$ cat src/rtl/mux_pkg.sv
// Shared types and constants for the mux source buffer/arbiter.
package mux_pkg;

    localparam int DW  = 4;
    localparam int NCH = 4;

    typedef enum logic {IDLE, GRANT} state_t;
    typedef logic [1:0] ch_t;

    function automatic logic [NCH-1:0] ch_bit(input ch_t c);
        return {{(NCH-1){1'b0}}, 1'b1} << c;
    endfunction

endpackage

$ cat src/rtl/rr_pick.sv
// Round-robin picker: first set mask bit at or after start, wrapping.
module rr_pick
    import mux_pkg::*;
(
    input  logic [NCH-1:0] mask,
    input  ch_t            start,
    output logic           any,
    output ch_t            win
);

    ch_t idx;

    // Walk from the far end so the nearest set bit overwrites earlier hits.
    always_comb begin
        any = 1'b0;
        win = start;
        idx = start;
        for (int k = NCH - 1; k >= 0; k--) begin
            idx = start + ch_t'(k);
            if (mask[idx]) begin
                any = 1'b1;
                win = idx;
            end
        end
    end

endmodule

$ cat src/rtl/mux_src_arb.sv
// Four-channel word buffer with round-robin grant driving a 4:1 mux select.
module mux_src_arb
    import mux_pkg::*;
(
    input  logic           clk,
    input  logic           rst,
    input  logic [NCH-1:0] in_valid,
    output logic [NCH-1:0] in_ready,
    input  logic [DW-1:0]  in_data_a,
    input  logic [DW-1:0]  in_data_b,
    input  logic [DW-1:0]  in_data_c,
    input  logic [DW-1:0]  in_data_d,
    output logic [DW-1:0]  a,
    output logic [DW-1:0]  b,
    output logic [DW-1:0]  c,
    output logic [DW-1:0]  d,
    output ch_t            y,
    output logic           out_valid,
    input  logic           out_ready,
    output logic [7:0]     xfer_cnt
);

    state_t         state;
    ch_t            ptr;
    logic [NCH-1:0] full;
    logic [DW-1:0]  hold [NCH];
    logic [DW-1:0]  din  [NCH];
    logic [NCH-1:0] cap;
    logic [NCH-1:0] rel;
    logic           hs;
    logic [NCH-1:0] pick_mask;
    ch_t            pick_start;
    logic           pick_any;
    ch_t            pick_win;

    assign din[0] = in_data_a;
    assign din[1] = in_data_b;
    assign din[2] = in_data_c;
    assign din[3] = in_data_d;

    assign a = hold[0];
    assign b = hold[1];
    assign c = hold[2];
    assign d = hold[3];

    assign in_ready = ~full;
    assign cap      = in_valid & ~full;
    assign hs       = (state == GRANT) && out_ready;
    assign rel      = hs ? ch_bit(y) : '0;

    // Words captured this cycle are excluded: only registered full is used.
    assign pick_mask  = full & ~rel;
    assign pick_start = hs ? ch_t'(y + 2'd1) : ch_t'(ptr + 2'd1);

    rr_pick u_pick (
        .mask  (pick_mask),
        .start (pick_start),
        .any   (pick_any),
        .win   (pick_win)
    );

    always_ff @(posedge clk) begin
        if (rst) begin
            state     <= IDLE;
            ptr       <= 2'd3;
            y         <= 2'd0;
            out_valid <= 1'b0;
            xfer_cnt  <= 8'd0;
            full      <= '0;
            for (int i = 0; i < NCH; i++) hold[i] <= '0;
        end else begin
            for (int i = 0; i < NCH; i++)
                if (cap[i]) hold[i] <= din[i];
            full <= (full | cap) & ~rel;
            unique case (state)
                IDLE: begin
                    if (pick_any) begin
                        state     <= GRANT;
                        y         <= pick_win;
                        out_valid <= 1'b1;
                    end
                end
                GRANT: begin
                    if (out_ready) begin
                        ptr      <= y;
                        xfer_cnt <= xfer_cnt + 8'd1;
                        if (pick_any) begin
                            y <= pick_win;
                        end else begin
                            state     <= IDLE;
                            out_valid <= 1'b0;
                        end
                    end
                end
                default: state <= IDLE;
            endcase
        end
    end

endmodule
$ cat config.mk
export PLATFORM = sky130hd
export DESIGN_NAME = mux_src_arb
export DESIGN_NICKNAME = d
export VERILOG_FILES = /design/src/rtl/mux_pkg.sv /design/src/rtl/rr_pick.sv /design/src/rtl/mux_src_arb.sv
export SDC_FILE = /design/constraint.sdc
export NUM_CORES = 1
export LEC_CHECK = 0
export CAP_MARGIN = 25
export CELL_PAD_IN_SITES_DETAIL_PLACEMENT = 1
export CELL_PAD_IN_SITES_GLOBAL_PLACEMENT = 1
export CORE_ASPECT_RATIO = 0.5
export CORE_UTILIZATION = 33
export CTS_BUF_LIST = sky130_fd_sc_hd__clkbuf_16
export DETAILED_ROUTE_END_ITERATION = 10
export PLACE_DENSITY_LB_ADDON = 0.1
export SLEW_MARGIN = 25
export SYNTH_ARGS = -nofsm -noshare
export SYNTH_HDL_FRONTEND = slang
export SYNTH_HIERARCHICAL = 1
export SYNTH_SLANG_ARGS = --single-unit
$ cat constraint.sdc
create_clock -name clk -period 2.34 [get_ports clk]
set_input_delay 0.351 -clock clk [delete_from_list [all_inputs] [get_ports clk]]
set_output_delay 0.351 -clock clk [all_outputs]
set_load 0.01 [all_outputs]
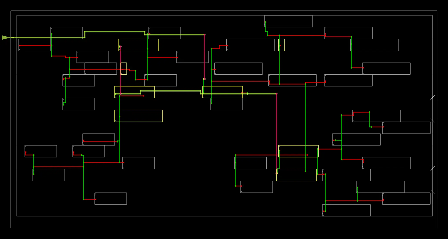
**Above:** run 1 (clock routing).
CTS buffer count: 5
Power Clock: 0.729 mW

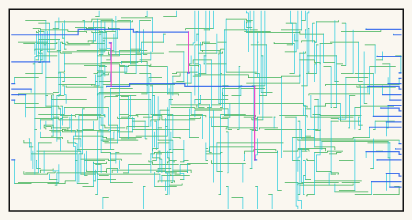
**Above:** run 1 (signal wires by layer).
Drawn at 4 px/um.
Cyan marks met2, wire length 1930 um. Blue marks met3, wire length 200 um. Green marks met1, wire length 1840 um. Magenta marks met4, wire length 39.4 um.

==> reports/qor.yml, run 1 <==
status: "complete, but fails checks"
violations: "design-rule violations"
yosys_cells: 155
clock_area_share_pct: 6.96
warnings: 26
grt_overflow: 0
seq_power_share_pct: 40.7
pre_cts_ws_ns: -0.0227
post-route-min-period_ns: 2.11
synth_chip_area_um2: 1520
antenna-diode-count: 0
skew_ns: 0.00436
clk_path_buf_depth: 2
num-clock-buffers: 5
inverters: 7
die_h_um: 50.1
grt_pass1_wl_mm: 6.71
crit_path_max_incr_delay_ns: 0.54
hold_path_class: "register to register"
dieArea_um2: 4910
max_clock_freq_ghz: 0.473
fin_nets: 243
fillerInstances: 492
clock_sinks: 34
hold_end: "ptr[1]"
comb_share_pct: 27.3
port_buffers: 53
yosys_warnings: 6
worstHoldStart: "ptr[1]"
seq_cells: 34
most_common_cell: "dfxtp_1"
yosysTopAreaCell: "edfxtp_1"
insertion_delay_ns: 0.27
crit_slowest_cell: "clkdlybuf4s50_1"
syn_area_um2: 1520
wirelength_mm: 4.01
grtUsageMet1_pct: 21.5
htree_levels: 2
wl_met1_mm: 1.84
gp_congestion: 0.759
tightest_slew_ns: 0.361
ys_types: 32
dp_hpwl_mm: 2.99
ff_type: "dfxtp_1"
power_mw: 1.72
cts_resized: 0
seq-power_mw: 0.702
cp_max_fo: 5
synth_seq_share_pct: 55.2
core_um2: 4420
crit_end: "y[1]"
vias_per_cell: 4.84
wl_per_cell_um: 14.5
die_x_um: 98.1
reg2reg_from: "state"
dr.pass1.iters: 7
met2_usage_pct: 31.3
instances_no_fill: 277
worstPathArrival_ns: 2.32
buffers: 62
top_area_share_pct: 31.5
path_cells: "clkdlybuf4s50_1, nand2_2, nor3_1, nor2_1, and2b_2, or4_1, nand2_1, nand3_1, a21oi_1"
reg2reg_slack_ns: 0.36
p_switching_mw: 0.393
maxPowerGroup: "the clock network"
switching_share_pct: 22.8
p_comb_mw: 0.293
nonClkBufAreaFrac_pct: 25.6
critPathLaunch: "out_ready"
wl_met2_mm: 1.93
drtIter0Drc: 39
setup_violations: 0
grt_pass1_vias: 1386
edf_count: 16
path_class: "input port to register"
regArea_um2: 841
antenna_found_initial: 0
topCellsByArea: "edfxtp_1 32%, dfxtp_1 24%, and2_1 6.6%, a21oi_1 4.3%, nor2_1 3.9%"
grt.total_usage_pct: 17.9
max_cap_viol_count: 0
syn_area_per_cell_um2: 9.83
synth_nets: 179
final_antenna_net_count: 0
reg2reg_depth: 8
fp_util_pct: 34.4
synthTopCellsByCount: "18 x dfxtp_1, 16 x and2_1, 16 x edfxtp_1, 16 x nor2_1, 13 x a21oi_1"
irDropWorstVdd_mv: 0.304
synth_cells: 155
grt_max_degree: 19
drc: 4
final.setup.worst_slack_ns: 0.226
dr_wl_met3_um: 200
taps: 57
holdBufCountCts: 0
cp.depth: 9
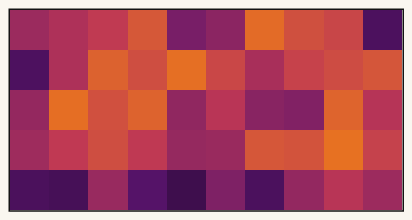
**Above:** run 1 (local utilization).
Drawn at 4 px/um. The die is cut into 10 by 5 equal tiles; black is low, pale yellow is high, 0 to 100% covered.
The fullest tile reaches 67%. The mean over all tiles is 46%.

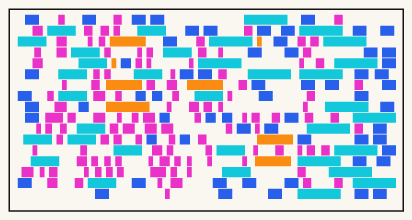
**Above:** run 1 (placement by cell class).
Drawn at 4 px/um.
Orange marks clock drivers and dummy loads, cells 8. Cyan marks flops, cells 34. Blue marks other buffers and delay cells, cells 62. Magenta marks all other logic, cells 116.

==> run 1: kinds of logic (layout without fill, tap and decap cells) <==
| family | after synthesis | after routing | synth area share, % |
|---|---|---|---|
| fa+ha+maj | 1 | 1 | 0.821 |
| buf+inv | 12 | 77 | 3.04 |
| flops | 34 | 34 | 55.2 |
| compound gates | 29 | 29 | 11.2 |
| xor+xnor | 4 | 4 | 2.30 |
| simple gates | 75 | 75 | 27.5 |
==> run 1: stage by stage <==
step | utilization (%) | instance area (um2) | TNS (ns)
after floorplan | - | 1520 | 0
after global placement | 49.1 | 2170 | 0
after detailed placement | 49.1 | 2170 | -0.0227
after CTS | 52.8 | 2340 | 0
after global routing | 52.8 | 2340 | 0
final | 52.8 | 2340 | 0
## Run 2: what changed since run 1
--- a/config.mk
+++ b/config.mk
@@ -5,7 +5,7 @@
 export SDC_FILE = /design/constraint.sdc
 export NUM_CORES = 1
 export LEC_CHECK = 0
-export CAP_MARGIN = 25
+export CAP_MARGIN = 20
 export CELL_PAD_IN_SITES_DETAIL_PLACEMENT = 1
 export CELL_PAD_IN_SITES_GLOBAL_PLACEMENT = 1
 export CORE_ASPECT_RATIO = 0.5
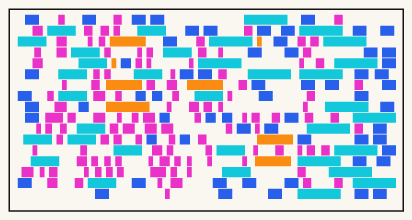
**Above:** run 2 (placement by cell class).
Drawn at 4 px/um.
Orange marks clock drivers and dummy loads, cells 8. Blue marks other buffers and delay cells, cells 62. Magenta marks all other logic, cells 116. Cyan marks flops, cells 34.

==> run 2 against run 1 <==
Compared with the run above:
- the run still ends with design-rule violations left
- sequential power about the same
- critical endpoint unchanged
- total power unchanged
- highest routed layer unchanged
- first-iteration DRC count unchanged
- largest power group unchanged
- core utilization unchanged
- critical path depth unchanged
- sequential share of layout area unchanged
- clock power about the same
==> reports/qor.yml, run 2 <==
status: "complete, but fails checks"  # unchanged
violations: "design-rule violations"  # unchanged
clk_path_buf_depth: 2  # unchanged
reg2reg_slack_ns: 0.36  # about the same
skew_ns: 0.00436  # unchanged
gp_congestion: 0.759  # unchanged
die_h_um: 50.1  # unchanged
warnings: 26  # unchanged
finalSetupTns_ns: 0  # unchanged
fin_nets: 243  # unchanged
cts_buffers: 5  # unchanged
max_clock_freq_ghz: 0.473  # unchanged
final_util_pct: 52.8  # unchanged
holdBufCountCts: 0  # unchanged
path_cells: "clkdlybuf4s50_1, nand2_2, nor3_1, nor2_1, and2b_2, or4_1, nand2_1, nand3_1, a21oi_1"  # unchanged
grt_max_degree: 19  # unchanged
path_class: "input port to register"  # unchanged
crit_slowest_cell: "clkdlybuf4s50_1"  # unchanged
ys_types: 32  # unchanged
hold_path_class: "register to register"  # unchanged
vias_per_cell: 4.84  # unchanged
switching_share_pct: 22.8  # unchanged
synthTopCellsByCount: "18 x dfxtp_1, 16 x and2_1, 16 x edfxtp_1, 16 x nor2_1, 13 x a21oi_1"  # unchanged
antenna-diode-count: 0  # unchanged
syn_area_um2: 1520  # unchanged
pre_cts_ws_ns: -0.0227  # unchanged
p_comb_mw: 0.293  # about the same
wl_per_cell_um: 14.5  # unchanged
dieArea_um2: 4910  # unchanged
antenna_found_initial: 0  # unchanged
synth_nets: 179  # unchanged
final_antenna_net_count: 0  # unchanged
grt_pass1_vias: 1386  # unchanged
htree_levels: 2  # unchanged
grt.total_usage_pct: 17.9  # unchanged
yosys_cells: 155  # unchanged
core_um2: 4420  # unchanged
seq_power_share_pct: 40.7  # about the same
p_switching_mw: 0.393  # unchanged
synth_seq_share_pct: 55.2  # unchanged
wirelength_mm: 4.01  # unchanged
instances_no_fill: 277  # unchanged
synthAdderAreaFrac_pct: 0.821  # unchanged
syn_area_per_cell_um2: 9.83  # unchanged
dp_hpwl_mm: 2.99  # unchanged
synth_cells: 155  # unchanged
max_cap_viol_count: 0  # unchanged
synth_chip_area_um2: 1520  # unchanged
fp_util_pct: 34.4  # unchanged
grtUsageMet1_pct: 21.5  # unchanged
cts_resized: 0  # unchanged
insertion_delay_ns: 0.27  # about the same
ys_sh_simple_pct: 27.5  # unchanged
worstPathArrival_ns: 2.32  # about the same
fillerInstances: 492  # unchanged
dr.pass1.iters: 7  # unchanged
power_mw: 1.72  # unchanged
drc: 4  # unchanged
crit_path_max_incr_delay_ns: 0.54  # about the same
aoi_share_pct: 11.2  # unchanged
edf_count: 16  # unchanged
logic_family: "simple AND/OR/NAND/NOR gates"  # unchanged
ff_type: "dfxtp_1"  # unchanged
-- run 2: layout make-up --
class / instances / area, um2 / area share (%)
Clock buffer: 5 / 125 / 5.36
Tap cell: 57 / 71.3 / 3.05
Multi-Input combinational cell: 109 / 637 / 27.3
Clock inverter: 3 / 37.5 / 1.61
Inverter: 7 / 26.3 / 1.12
Sequential cell: 34 / 841 / 36.0
Timing Repair Buffer: 62 / 598 / 25.6
-- run 2: path summary, 6_finish.rpt --
check                               start      to  cells after the start
worst max register to register      state    y[1]                      8
worst min-delay path               ptr[1]  ptr[1]                      1
worst min register to register     ptr[1]  ptr[1]                      1
worst max-delay path            out_ready    y[1]                      9
-- run 2: metal layers --
layer | vias up | wire (um)
li1 | 664 | -
met1 | 640 | 1840
met2 | 32 | 1930
met3 | 6 | 200
met4 | 0 | 39
met5 | - | 0
No activity file was given, so power comes from the tool's default toggle rates.
